===== src/rtl/hazard_ctrl.sv =====
// Stall/forward controller for a 5-stage MIPS pipeline with its own E/M/W shadow of (rs, rt, a3, tnew).
// Optional MDU busy stall is compiled in with `define HAZARD_MDU_STALL_EN.

module hazard_fwd_sel #(
    parameter int REG_AW = 5,
    parameter int TW     = 2
) (
    input  logic [REG_AW-1:0] reg_addr,
    input  logic [REG_AW-1:0] m_a3,
    input  logic [TW-1:0]     m_tnew,
    input  logic [REG_AW-1:0] w_a3,
    output logic [1:0]        sel
);
    // A producer still in M with tnew>0 has no value yet, so only W can supply it.
    always_comb begin
        sel = 2'd0;
        if (reg_addr != '0) begin
            if (m_a3 == reg_addr && m_tnew == '0)
                sel = 2'd1;
            else if (w_a3 == reg_addr)
                sel = 2'd2;
        end
    end
endmodule

module hazard_stall_chk #(
    parameter int REG_AW = 5,
    parameter int TW     = 2
) (
    input  logic [REG_AW-1:0] reg_addr,
    input  logic [TW-1:0]     tuse,
    input  logic [REG_AW-1:0] e_a3,
    input  logic [TW-1:0]     e_tnew,
    input  logic [REG_AW-1:0] m_a3,
    input  logic [TW-1:0]     m_tnew,
    output logic              stall
);
    assign stall = (reg_addr != '0) &&
                   ((e_a3 == reg_addr && e_tnew > tuse) ||
                    (m_a3 == reg_addr && m_tnew > tuse));
endmodule

module hazard_ctrl #(
    parameter int REG_AW = 5,
    parameter int TW     = 2
) (
    input  logic              Clk,
    input  logic              Reset,
    input  logic [REG_AW-1:0] D_Rs_In,
    input  logic [REG_AW-1:0] D_Rt_In,
    input  logic [REG_AW-1:0] D_A3_In,
    input  logic              D_RegWrite_In,
    input  logic [TW-1:0]     D_Tuse_Rs_In,
    input  logic [TW-1:0]     D_Tuse_Rt_In,
    input  logic [TW-1:0]     D_Tnew_In,
`ifdef HAZARD_MDU_STALL_EN
    input  logic              D_IsMD_In,
    input  logic              MD_Start_In,
    input  logic              MD_Busy_In,
`endif
    output logic              Stall_Out,
    output logic [1:0]        Fwd_Rs_D_Out,
    output logic [1:0]        Fwd_Rt_D_Out,
    output logic [1:0]        Fwd_Rs_E_Out,
    output logic [1:0]        Fwd_Rt_E_Out,
    output logic              Fwd_Rt_M_Out
);
    logic [REG_AW-1:0] e_rs, e_rt, e_a3, m_rt, m_a3, w_a3;
    logic [TW-1:0]     e_tnew, m_tnew;

    logic [1:0][REG_AW-1:0] chk_reg;
    logic [1:0][TW-1:0]     chk_tuse;
    logic [1:0]             chk_stall;
    logic                   stall;

    assign chk_reg  = {D_Rt_In, D_Rs_In};
    assign chk_tuse = {D_Tuse_Rt_In, D_Tuse_Rs_In};

    genvar gs;
    generate
        for (gs = 0; gs < 2; gs++) begin : g_stall
            hazard_stall_chk #(.REG_AW(REG_AW), .TW(TW)) u_chk (
                .reg_addr (chk_reg[gs]),
                .tuse     (chk_tuse[gs]),
                .e_a3     (e_a3),
                .e_tnew   (e_tnew),
                .m_a3     (m_a3),
                .m_tnew   (m_tnew),
                .stall    (chk_stall[gs])
            );
        end
    endgenerate

`ifdef HAZARD_MDU_STALL_EN
    assign stall = (|chk_stall) || (D_IsMD_In && (MD_Start_In || MD_Busy_In));
`else
    assign stall = |chk_stall;
`endif
    assign Stall_Out = stall;

    // Forward points: 0 D.rs, 1 D.rt, 2 E.rs, 3 E.rt.
    logic [3:0][REG_AW-1:0] fwd_reg;
    logic [3:0][1:0]        fwd_sel;

    assign fwd_reg = {e_rt, e_rs, D_Rt_In, D_Rs_In};

    genvar gf;
    generate
        for (gf = 0; gf < 4; gf++) begin : g_fwd
            hazard_fwd_sel #(.REG_AW(REG_AW), .TW(TW)) u_sel (
                .reg_addr (fwd_reg[gf]),
                .m_a3     (m_a3),
                .m_tnew   (m_tnew),
                .w_a3     (w_a3),
                .sel      (fwd_sel[gf])
            );
        end
    endgenerate

    assign Fwd_Rs_D_Out = fwd_sel[0];
    assign Fwd_Rt_D_Out = fwd_sel[1];
    assign Fwd_Rs_E_Out = fwd_sel[2];
    assign Fwd_Rt_E_Out = fwd_sel[3];
    assign Fwd_Rt_M_Out = (m_rt != '0) && (w_a3 == m_rt);

    always_ff @(posedge Clk) begin
        if (Reset) begin
            e_rs   <= '0;
            e_rt   <= '0;
            e_a3   <= '0;
            e_tnew <= '0;
            m_rt   <= '0;
            m_a3   <= '0;
            m_tnew <= '0;
            w_a3   <= '0;
        end else begin
            // A stall turns the instruction entering E into a bubble; older stages keep draining.
            if (stall) begin
                e_rs   <= '0;
                e_rt   <= '0;
                e_a3   <= '0;
                e_tnew <= '0;
            end else begin
                e_rs   <= D_Rs_In;
                e_rt   <= D_Rt_In;
                e_a3   <= D_RegWrite_In ? D_A3_In : '0;
                e_tnew <= D_Tnew_In;
            end
            m_rt   <= e_rt;
            m_a3   <= e_a3;
            m_tnew <= (e_tnew == '0) ? '0 : e_tnew - TW'(1);
            w_a3   <= m_a3;
        end
    end
endmodule

===== config.mk =====
export PLATFORM = sky130hd
export DESIGN_NAME = hazard_ctrl
export DESIGN_NICKNAME = d
export VERILOG_FILES = /design/src/rtl/hazard_ctrl.sv
export SDC_FILE = /design/constraint.sdc
export NUM_CORES = 1
export LEC_CHECK = 0
export ABC_AREA = 1
export CAP_MARGIN = 20
export CORE_ASPECT_RATIO = 1.5
export CORE_UTILIZATION = 28
export DETAILED_ROUTE_END_ITERATION = 7
export GPL_TIMING_DRIVEN = 0
export HOLD_SLACK_MARGIN = 0.12
export PLACE_DENSITY_LB_ADDON = 0.08
export SLEW_MARGIN = 20
export SYNTH_ARGS = -nofsm -noshare
export SYNTH_HDL_FRONTEND = slang
export SYNTH_SLANG_ARGS = --single-unit

===== constraint.sdc =====
create_clock -name Clk -period 1.4 [get_ports Clk]
set_clock_uncertainty 0.05 [all_clocks]
set_input_delay 0.28 -clock Clk [delete_from_list [all_inputs] [get_ports Clk]]
set_output_delay 0.28 -clock Clk [all_outputs]
set_load 0.02 [all_outputs]

Fig. 1: run 1, the clock network
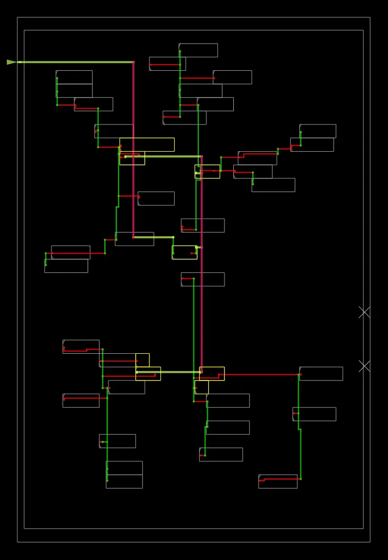
Clk power: 0.916 mW
Clock Latency Late Sink: 0.29 ns

Fig. 2: run 1, cells coloured by class
Fill, decap, tap and diode cells in grey.
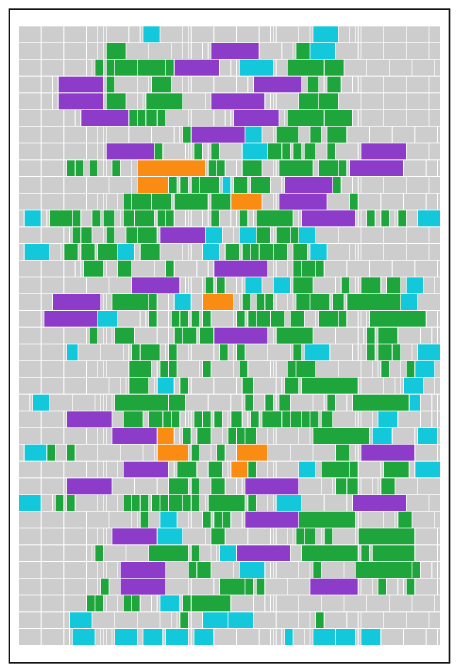
Key: green = combinational and other logic [cells 248, share of their area 55%]; orange = clock drivers and dummy loads [cells 8, share of their area 3.8%]; cyan = remaining buffers and delay cells [cells 55, share of their area 16%]; purple = sequential cells [cells 34, share of their area 25%]

==> out/metrics.cfg, run 1 <==
[floorplanning]
fp-utilization=0.2924
die_area_mm2=0.007554
io_pins=34
die_w_um=71.30

[critical_path]
rr_startpoint=m_tnew[1]
worstSetupPathType=reg -> out
crit_required_ns=1.07
crit_fanout=3
r2r_setup_slack_ns=-0.29
reg2reg_depth=10
cp.arrival_ns=1.57

[finish]
clk_share=0.03717
flop_area_um2=737.0
final_cells=423
comb_area_frac=0.4596
nets=377
final_common_cell=inv_1
seq_area_frac=0.2406
fillers=729
final_cell_area_mm2=0.003063
ff_count=34
diodes=0

[synthesis]
syn-cell-area_mm2=0.002017
syn_nets=325
synth_cells=292
yosysUniqueCellTypes=30

[detailed_routing]
drcViolationCount=2
dr.first_iter.drc_count=81
wl_met2_mm=3.057
via_per_inst=4.634
routed.top_layer=met4
wl_met1_mm=2.481
vias=1960

[flow_run]
cap_violations=0
tool_warnings=29

[sta]
setup_ws_ns=-0.4964
finalSetupViolations=27
fin_tns_setup_ns=-7.931
rsz0062_at_grt=yes
clock.fmax_ghz=0.5273
drv_slew=0
worst_slew_pin_slew_ns=0.5167

[global_routing]
met1_usage=0.1935
antenna_found_initial=0

[power_and_ir_drop]
internal_power_mw=1.833
p_seq_frac=0.410
clkPwrFrac=0.352
comb-power_mw=0.620

[placed_design]
post-place-cells=402

[status]
violations=design-rule violations, negative setup slack
outcome=finished with violations

[cts]
cts.sinks=34
cts_buffers=5
root_buffer=clkbuf_8
clkTransAtPathRegs_ns=0.08

Fig. 3: run 1, routed metal per tile
Scale bar: 20 µm. 14 x 21 tiles, from dark blue (low) to red (high), scaled to the fullest tile. Values are wire area over tile area, all layers added.
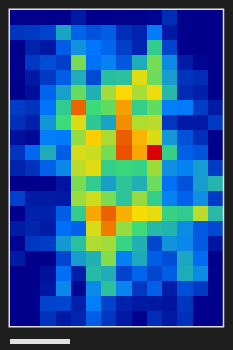
The fullest tile reaches 0.50. 18% of the tiles are nearly empty. 17% of the tiles are over half the peak. The densest ninth of the die: centre. The emptiest ninth of the die: south-west. The mean over all tiles is 0.13.

==> run 1: Yosys cell counts <==
| master | count | share of area |
|---|---|---|
| a211oi_1 | 1 | 0.0037 |
| xor2_1 | 19 | 0.083 |
| o211ai_1 | 1 | 0.0037 |
| o22ai_1 | 3 | 0.0093 |
| buf_4 | 1 | 0.0037 |
| clkbuf_1 | 7 | 0.013 |
| clkbuf_2 | 1 | 0.0025 |
| nand2_2 | 2 | 0.0062 |
| ha_1 | 9 | 0.056 |
| buf_6 | 1 | 0.0056 |
| and2_1 | 1 | 0.0031 |
| dfxtp_1 | 34 | 0.34 |
| nand3_2 | 1 | 0.0050 |
| nor4_1 | 1 | 0.0031 |
| nand2_1 | 45 | 0.084 |
| a21oi_1 | 7 | 0.017 |
| a21boi_0 | 1 | 0.0037 |
| or2_2 | 1 | 0.0031 |
| nor2_2 | 1 | 0.0031 |
| a211o_1 | 1 | 0.0043 |
| xnor2_1 | 12 | 0.052 |
| inv_2 | 3 | 0.0056 |
| inv_1 | 52 | 0.097 |
| nand4_1 | 9 | 0.028 |
| o21ai_0 | 4 | 0.0099 |
| nor2_1 | 54 | 0.10 |
| nor3_1 | 7 | 0.017 |
| nor4b_1 | 2 | 0.0087 |
| nand3_1 | 9 | 0.022 |
| o2111ai_1 | 2 | 0.0087 |
==> run 1: critical path, stage by stage, from the launching register on <==
cell	delay, ns
dfxtp_4	0.38
ha_4	0.27
nand2_2	0.05
a21boi_4	0.14
nand4_1	0.10
nand2_1	0.09
nand2_2	0.07
nand2_4	0.07
buf_6	0.10
==> run 1: logic make-up (layout without fill, tap and decap cells) <==
logic type,count (synthesis),in the layout,synth area share
xor+xnor,31,31,0.1346
compound gates,20,20,0.06080
fa+ha+maj,9,9,0.05583
simple gates,133,133,0.2841
flops,34,34,0.3375
buf+inv,65,118,0.1272
==> inputs of run 2 (changes only) <==
- HOLD_SLACK_MARGIN: 0.12 -> 0.1
==> run 2 against run 1 <==
- the flow still finishes with violations (design-rule violations, negative setup slack)
- register-to-register slack about the same
- final cell count unchanged
- combinational power about the same
- clock power about the same
- first-iteration DRC count unchanged
- global-route usage unchanged
- largest cell class unchanged
==> out/metrics.cfg, run 2 <==
[status]
outcome=finished with violations
violations=design-rule violations, negative setup slack

[critical_path]
rr_startpoint=m_tnew[1]
cp.arrival_ns=1.57
crit_fanout=3
r2r_setup_slack_ns=-0.29
worstSetupPathType=reg -> out

[floorplanning]
fp-utilization=0.2924
die_w_um=71.30
io_pins=34
die_area_mm2=0.007554

[sta]
fin_tns_setup_ns=-7.931
finalSetupViolations=27
setup_ws_ns=-0.4964
rsz0062_at_grt=yes
worst_slew_pin_slew_ns=0.5167

[detailed_routing]
dr.first_iter.drc_count=81
wl_met1_mm=2.481
via_per_inst=4.634
wl_met2_mm=3.057
drcViolationCount=2

[power_and_ir_drop]
power_clock_mw=0.916
comb-power_mw=0.620
clkPwrFrac=0.352
internal_power_mw=1.833

[synthesis]
top_area_cell=dfxtp_1
synth-async-reset-ratio=0
syn_nets=325
synthSimpleGateAreaFrac=0.2841
syn-cell-area_mm2=0.002017
yosys-top-cells-count=54 x nor2_1, 52 x inv_1, 45 x nand2_1
ff_type=dfxtp_1
synth_top_area_share=0.3375

[flow_run]
cap_violations=0

[finish]
final_common_cell=inv_1
diodes=0

[cts]
clkTransAtPathRegs_ns=0.08

-- run 2: cell counts in the layout (fill, tap and decap cells not counted) --
Identical to the previous run, type by type.
-- run 2: metal layers --
layer  vias to the layer above  track usage
li1                       1002            -
met1                       887       0.1935
met2                        49       0.3027
met3                        22      0.02844
met4                         0       0.1171
met5                         -            0
-- run 2: worst max path at each step --
| stage | end | cells after the start |
|---|---|---|
| floorplan | Fwd_Rs_D_Out[1] | 5 |
| global placement | Stall_Out | 10 |
| detailed placement | Stall_Out | 9 |
| CTS | Stall_Out | 8 |
| global route | Stall_Out | 8 |
| finish | Stall_Out | 8 |
-- run 2: stage by stage --
| stage | power, mW | cell area [µm²] | hold WS (ns) | cells | setup slack, ns |
|---|---|---|---|---|---|
| after floorplan | 1.417 | 2210 | 0.3348 | 292 | -0.07987 |
| after global placement | 1.628 | 2628 | 0.3937 | 402 | -1.236 |
| after detailed placement | 1.630 | 2628 | 0.3951 | 402 | -1.243 |
| after CTS | 2.580 | 2880 | 0.3838 | 416 | -0.5215 |
| after global routing | 2.747 | 3063 | 0.3314 | 423 | -0.5810 |
| final | 2.603 | 3063 | 0.3181 | 423 | -0.4964 |
-- run 2: final cells by class --
cell class                      instances  area [µm²]
Buffer                                  4       33.78
Clock buffer                            5       68.82
Clock inverter                          3       45.04
Fill cell                             729        3835
Inverter                               55       221.5
Multi-Input combinational cell        193        1408
Sequential cell                        34       737.0
Tap cell                               78       97.59
Timing Repair Buffer                   51       451.7
-- run 2: critical path, stage by stage, from the launching register on --
cell and delay [ns]:
dfxtp_4 0.38, ha_4 0.27, nand2_2 0.05, a21boi_4 0.14, nand4_1 0.10, nand2_1 0.09
nand2_2 0.07, nand2_4 0.07, buf_6 0.10
Fig. 4: run 2, the clock network
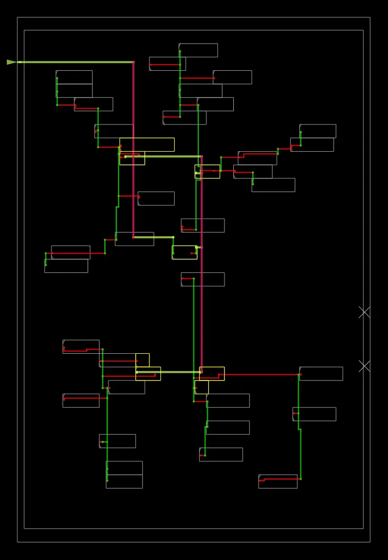
CTS sink cnt: 34
CTS Buf Count: 5
clock buffers: 5
Seq cells: 34

No activity file was given, so power comes from the tool's default toggle rates.
